==> images/ff_map.png <==
Other sequential cells in the stronger gray, the rest of the logic in the fainter gray.
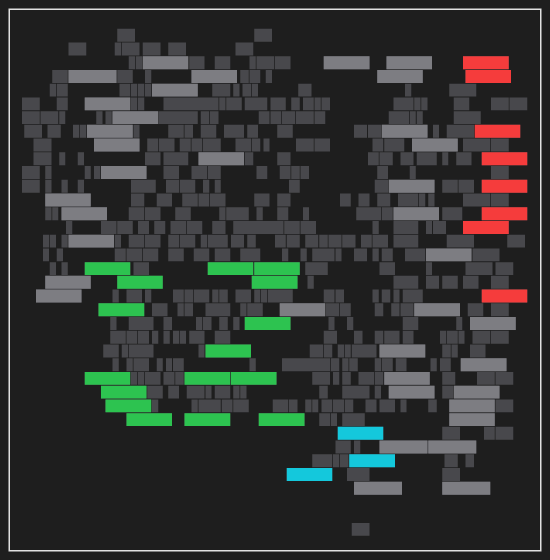
==> images/m1.png <==
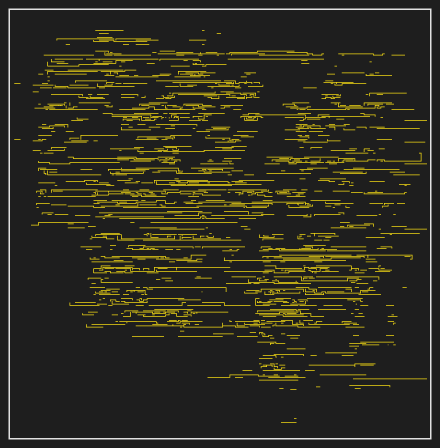
==> images/port_trees.png <==
The bar under the picture is 20 um long.
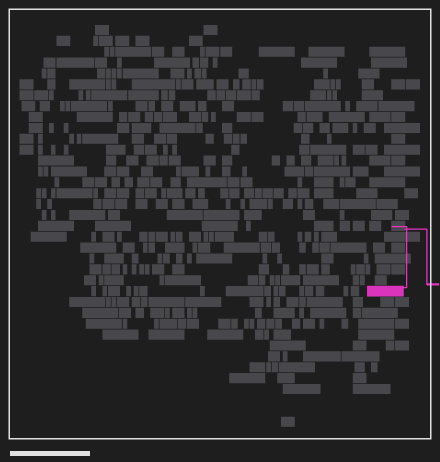
==> images/congestion_map.png <==
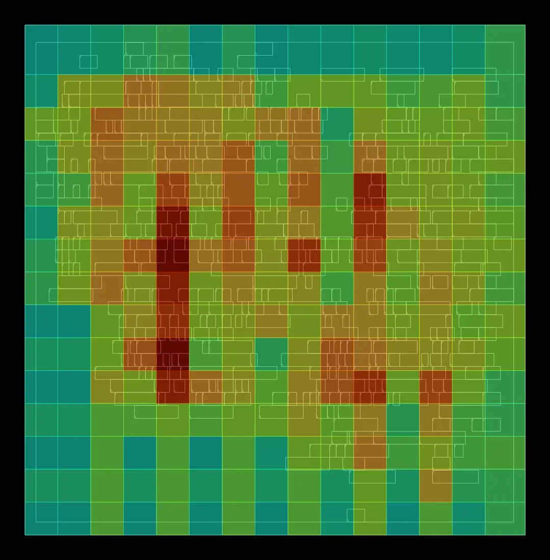
==> images/clock_wires.png <==
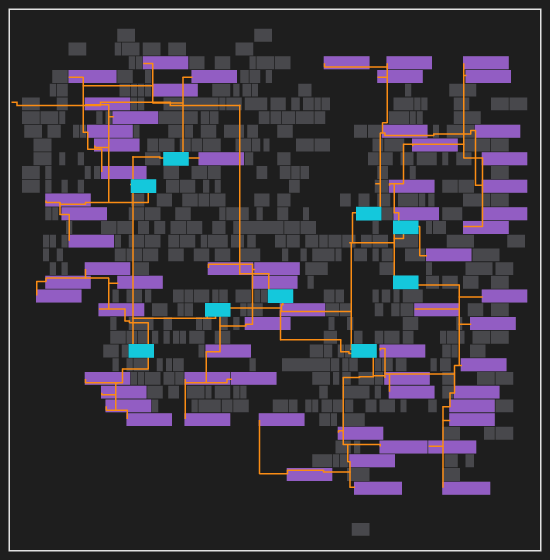
**src/rtl/uart_ornekli_alici.sv**
```systemverilog
// uart_ornekli_alici: oversampling UART receive front-end.
//   Synchronises the raw rx line, detects the start bit, majority-votes each bit near its centre,
//   checks optional parity and the stop bit, and presents bytes on a valid/ready port.
// Ports:
//   clk_i, rstn_i       clock, asynchronous active-low reset
//   en_i                receiver enable; low aborts any frame in progress
//   baud_div_i          clock cycles per bit (values below 8 are treated as 8)
//   rx_i                raw serial line, idle high, asynchronous to clk_i
//   veri_o, gecerli_o   received byte and its valid flag (held until hazir_i)
//   hazir_i             consumer ready
//   mesgul_o            receiver is inside a frame
//   cerceve_hata_o      1-cycle pulse: stop bit sampled low
//   parite_hata_o       1-cycle pulse: parity mismatch
//   tasma_hata_o        1-cycle pulse: frame completed while previous byte still pending
module uart_ornekli_alici #(
  parameter int unsigned VERI_BIT_SAYISI = 8,
  parameter int unsigned PARITE          = 0,
  parameter int unsigned SENK_KATMAN     = 2
) (
  input  logic        clk_i,
  input  logic        rstn_i,
  input  logic        en_i,
  input  logic [15:0] baud_div_i,
  input  logic        rx_i,
  output logic [7:0]  veri_o,
  output logic        gecerli_o,
  input  logic        hazir_i,
  output logic        mesgul_o,
  output logic        cerceve_hata_o,
  output logic        parite_hata_o,
  output logic        tasma_hata_o
);

  typedef enum logic [2:0] {StBosta, StBasla, StVeri, StParite, StDur} durum_e;

  localparam logic [2:0] SonBit = 3'(VERI_BIT_SAYISI - 1);

  durum_e durum_q, durum_d;
  logic [SENK_KATMAN-1:0] senk_q;
  logic [1:0]  gecmis_q;
  logic [15:0] sayac_q, sayac_d;
  logic [15:0] div_r_q, div_r_d;
  logic [2:0]  bit_q, bit_d;
  logic [7:0]  tampon_q, tampon_d;
  logic        parite_bozuk_q, parite_bozuk_d;
  logic        bos_gordu_q, bos_gordu_d;
  logic [7:0]  veri_q, veri_d;
  logic        gecerli_q, gecerli_d;
  logic        cerceve_q, cerceve_d;
  logic        parite_q, parite_d;
  logic        tasma_q, tasma_d;

  logic        rx_s, oy, beklenen_parite, orta_nokta, son_ornek;
  logic [15:0] div_etkin;

  assign rx_s = senk_q[SENK_KATMAN-1];
  // 2-of-3 vote over the current and two previous synchronised samples rejects single-cycle spikes.
  assign oy   = (rx_s & gecmis_q[0]) | (rx_s & gecmis_q[1]) | (gecmis_q[0] & gecmis_q[1]);

  assign div_etkin  = (baud_div_i < 16'd8) ? 16'd8 : baud_div_i;
  assign orta_nokta = (sayac_q == {1'b0, div_r_q[15:1]});
  assign son_ornek  = (sayac_q == div_r_q - 16'd1);
  // Unused upper buffer bits stay 0, so reducing over all 8 bits is safe for narrow frames.
  assign beklenen_parite = (PARITE == 2) ? ~(^tampon_q) : (^tampon_q);

  always_ff @(posedge clk_i or negedge rstn_i) begin
    if (!rstn_i) begin
      senk_q   <= '1;
      gecmis_q <= 2'b11;
    end else begin
      if (SENK_KATMAN > 1) begin
        senk_q <= {senk_q[SENK_KATMAN-2:0], rx_i};
      end else begin
        senk_q <= rx_i;
      end
      gecmis_q <= {gecmis_q[0], rx_s};
    end
  end

  always_comb begin
    durum_d        = durum_q;
    sayac_d        = sayac_q;
    div_r_d        = div_r_q;
    bit_d          = bit_q;
    tampon_d       = tampon_q;
    parite_bozuk_d = parite_bozuk_q;
    bos_gordu_d    = bos_gordu_q;
    veri_d         = veri_q;
    gecerli_d      = gecerli_q;
    cerceve_d      = 1'b0;
    parite_d       = 1'b0;
    tasma_d        = 1'b0;

    if (gecerli_q && hazir_i) begin
      gecerli_d = 1'b0;
    end

    if (!en_i) begin
      durum_d     = StBosta;
      bos_gordu_d = 1'b0;
    end else begin
      unique case (durum_q)
        StBosta: begin
          if (rx_s) begin
            bos_gordu_d = 1'b1;
          end else if (bos_gordu_q) begin
            durum_d        = StBasla;
            sayac_d        = '0;
            div_r_d        = div_etkin;
            tampon_d       = '0;
            parite_bozuk_d = 1'b0;
          end
        end
        StBasla: begin
          if (orta_nokta) begin
            sayac_d = '0;
            bit_d   = '0;
            durum_d = oy ? StBosta : StVeri;
          end else begin
            sayac_d = sayac_q + 16'd1;
          end
        end
        StVeri: begin
          if (son_ornek) begin
            sayac_d         = '0;
            tampon_d[bit_q] = oy;
            if (bit_q == SonBit) begin
              durum_d = (PARITE != 0) ? StParite : StDur;
            end else begin
              bit_d = bit_q + 3'd1;
            end
          end else begin
            sayac_d = sayac_q + 16'd1;
          end
        end
        StParite: begin
          if (son_ornek) begin
            sayac_d        = '0;
            parite_bozuk_d = (oy != beklenen_parite);
            durum_d        = StDur;
          end else begin
            sayac_d = sayac_q + 16'd1;
          end
        end
        StDur: begin
          if (son_ornek) begin
            sayac_d     = '0;
            durum_d     = StBosta;
            bos_gordu_d = oy;
            // Framing beats parity beats overrun; a same-cycle accept frees the slot for the new byte.
            if (!oy) begin
              cerceve_d = 1'b1;
            end else if (parite_bozuk_q) begin
              parite_d = 1'b1;
            end else if (gecerli_q && !hazir_i) begin
              tasma_d = 1'b1;
            end else begin
              veri_d    = tampon_q;
              gecerli_d = 1'b1;
            end
          end else begin
            sayac_d = sayac_q + 16'd1;
          end
        end
        default: durum_d = StBosta;
      endcase
    end
  end

  always_ff @(posedge clk_i or negedge rstn_i) begin
    if (!rstn_i) begin
      durum_q        <= StBosta;
      sayac_q        <= '0;
      div_r_q        <= 16'd8;
      bit_q          <= '0;
      tampon_q       <= '0;
      parite_bozuk_q <= 1'b0;
      bos_gordu_q    <= 1'b0;
      veri_q         <= '0;
      gecerli_q      <= 1'b0;
      cerceve_q      <= 1'b0;
      parite_q       <= 1'b0;
      tasma_q        <= 1'b0;
    end else begin
      durum_q        <= durum_d;
      sayac_q        <= sayac_d;
      div_r_q        <= div_r_d;
      bit_q          <= bit_d;
      tampon_q       <= tampon_d;
      parite_bozuk_q <= parite_bozuk_d;
      bos_gordu_q    <= bos_gordu_d;
      veri_q         <= veri_d;
      gecerli_q      <= gecerli_d;
      cerceve_q      <= cerceve_d;
      parite_q       <= parite_d;
      tasma_q        <= tasma_d;
    end
  end

  assign veri_o         = veri_q;
  assign gecerli_o      = gecerli_q;
  assign mesgul_o       = (durum_q != StBosta);
  assign cerceve_hata_o = cerceve_q;
  assign parite_hata_o  = parite_q;
  assign tasma_hata_o   = tasma_q;

endmodule
```
**config.mk**
```make
export PLATFORM = sky130hd
export DESIGN_NAME = uart_ornekli_alici
export DESIGN_NICKNAME = d
export VERILOG_FILES = /design/src/rtl/uart_ornekli_alici.sv
export SDC_FILE = /design/constraint.sdc
export NUM_CORES = 1
export LEC_CHECK = 0
export ABC_AREA = 0
export CELL_PAD_IN_SITES_DETAIL_PLACEMENT = 0
export CELL_PAD_IN_SITES_GLOBAL_PLACEMENT = 1
export CORE_AREA = 2 2 103 105
export CTS_BUF_LIST = sky130_fd_sc_hd__clkbuf_4 sky130_fd_sc_hd__clkbuf_8 sky130_fd_sc_hd__clkbuf_16
export CTS_CLUSTER_DIAMETER = 80
export CTS_CLUSTER_SIZE = 8
export DETAILED_ROUTE_END_ITERATION = 6
export DIE_AREA = 0 0 105 107
export PLACE_DENSITY = 0.78
export SLEW_MARGIN = 20
export SYNTH_ARGS = -nofsm -noshare
export SYNTH_HDL_FRONTEND = slang
export SYNTH_SLANG_ARGS = --single-unit
```
**constraint.sdc**
```tcl
create_clock -name clk_i -period 4.46 [get_ports clk_i]
set_input_delay 0.892 -clock clk_i [delete_from_list [all_inputs] [get_ports clk_i]]
set_output_delay 0.892 -clock clk_i [all_outputs]
set_load 0.05 [all_outputs]
```
==> run summary <==
Implementation results. The run finished with clean final reports. The most common logic cells in the final layout are 68 x sky130_fd_sc_hd__nand2_1, 59 x sky130_fd_sc_hd__dfrtp_1, 34 x sky130_fd_sc_hd__nor2_1, 32 x sky130_fd_sc_hd__clkdlybuf4s50_1, 30 x sky130_fd_sc_hd__xnor2_1. TritonCTS built the clock tree. The layout report lists the non-clock buffer share of cell area as 0.0748. The report puts the hold buffer count at CTS at 0.

The completed layout was analyzed and its total power is 1.55 mW. Synthesis-stage register bit count landed at 64. The root buffer cell chosen for the clock tree is sky130_fd_sc_hd__clkbuf_8. Per the CTS log, the maximum H-tree level is 3. Setup repair after global routing left no endpoint under its margin. Number of fillers in the final layout landed at 1021. Total cell area reported by yosys after synthesis landed at 0.00396 mm^2. Horizontal die dimension landed at 105 um.

The longest clock path from root to sink contains 2 buffers. Sum of routed wire segments on met1 landed at 4230 um. Area of the core region landed at 0.0101 mm^2. Biggest fanout along the worst timing path landed at 15. Power attributed to combinational cells is 0.321 mW. In this run the full chip footprint comes out at 0.0112 mm^2. The design has 64 sequential cells. The worst setup path is captured at a flip-flop. Per the synthesis report, the XOR/XNOR share of the synthesized area is 0.117.

The smallest clock period supported by the final layout is computed as 3.85 ns. Clock-pin slew of the registers on the worst-case setup and hold paths landed at 0.08 ns. Buffers inserted during clock tree synthesis total 9. Number of nets in the synthesized netlist landed at 450. Distinct cell type count after synthesis landed at 67. Of the synthesized area, sequential elements account for 0.406. Per the placement report, the placed cell count is 568.

Count of library flops with an enable pin landed at 0. Looking at the area split, the leading class of cells is logic gates. Of all power groups, the one with the highest power is registers.

The non-clock inverters instantiated in the layout total 13. Critical path required time landed at 4.65 ns. DRC violations left landed at 0. Largest vdd supply drop landed at 153 uV.
Back to the opening pictures, ff_map.png:
Green shows `sayac_q`, placed flops 16. Cyan shows `bit_q`, placed flops 3. Red shows `veri_o`, placed flops 8.
Another 37 sequential cells are not colored.
area taken by flip-flops and latches: 0.00161 mm^2
flip-flop and latch power: 0.706 mW

Back to the opening pictures, m1.png:
The layer holds 45% of the routed length. 425 nets have wire on it. The layer carries 4230 um of wire. The longest straight run is 30.4 um. The wires run mostly horizontal.
total via count after detailed routing: 3200
grt met1 use: 0.228
final WL: 9400 um

Back to the opening pictures, port_trees.png:
Magenta shows `parite_hata_o`, bits 1, direction output, end cells 1, buffers 1, wire 39.4 um.
count of port buffers added during placement: 33
IO Count: 34

Back to the opening pictures, congestion_map.png:
overall track demand over capacity in global routing: 0.174
post-route core utilization: 0.451
most used routing layer: met2
per-cell routed wire length: 16.1 um
met2 global-route usage: 0.284

Back to the opening pictures, clock_wires.png:
Purple shows flip-flops, count 64. Orange shows clock wires, length 885 um. Cyan shows clock-net drivers, count 9.
There are 10 routed clock nets.
setup clock skew after layout: 0.00877 ns
clock network fraction of design power: 0.336
power consumed by the clock network: 0.519 mW
Skew-Pair Late Insertion Delay: 0.34 ns

flip-flops by register name, indices dropped and copies added (netlist names):
register / cells
senk_q: 2
bit_q: 3
bos_gordu_q: 1
veri_o: 8
tampon_q: 8
parite_hata_o: 1
parite_bozuk_q: 1
gecmis_q: 2
gecerli_o: 1
div_r_q: 16
cerceve_hata_o: 1
sayac_q: 16
tasma_hata_o: 1
durum_q: 3
cells in the mapped netlist (all sizes together), types with 3 or more instances:
master / instances / share of area
a21o: 3 / 0.0057
a21oi: 7 / 0.0088
a22o: 3 / 0.0066
and2: 3 / 0.0047
and3: 5 / 0.0079
buf: 6 / 0.012
clkbuf: 22 / 0.021
dfrtp: 59 / 0.37
dfstp: 5 / 0.033
ha: 4 / 0.013
inv: 13 / 0.012
mux2: 18 / 0.059
nand2: 69 / 0.066
nand2b: 3 / 0.0047
nand3: 10 / 0.013
nand4: 12 / 0.021
nor2: 34 / 0.032
nor3: 9 / 0.013
nor4: 14 / 0.026
o21ai: 10 / 0.013
o31ai: 9 / 0.017
or2: 3 / 0.0047
or3: 7 / 0.011
or4: 5 / 0.010
xnor2: 30 / 0.066
xor2: 23 / 0.051
worst paths after layout:
kind | startpoint | cells past startpoint | slack (ns) | endpoint
hold / removal | senk_q[0] | 0 | 0.36 | senk_q[1]
setup / recovery | div_r_q[1] | 10 | 0.61 | sayac_q[3]
max in group asynchronous | rstn_i | 2 | 2.95 | div_r_q[3]
setup reg to reg | div_r_q[1] | 10 | 0.61 | sayac_q[3]
min in group asynchronous | rstn_i | 1 | 0.57 | bit_q[2]
hold reg to reg | senk_q[0] | 0 | 0.36 | senk_q[1]
cell families after synthesis:
group / count (synthesis)
simple gates: 185
flops: 64
compound gates: 57
xor+xnor: 53
buf+inv: 41
mux: 20
fa+ha+maj: 5
Power and IR drop assume default switching activity.
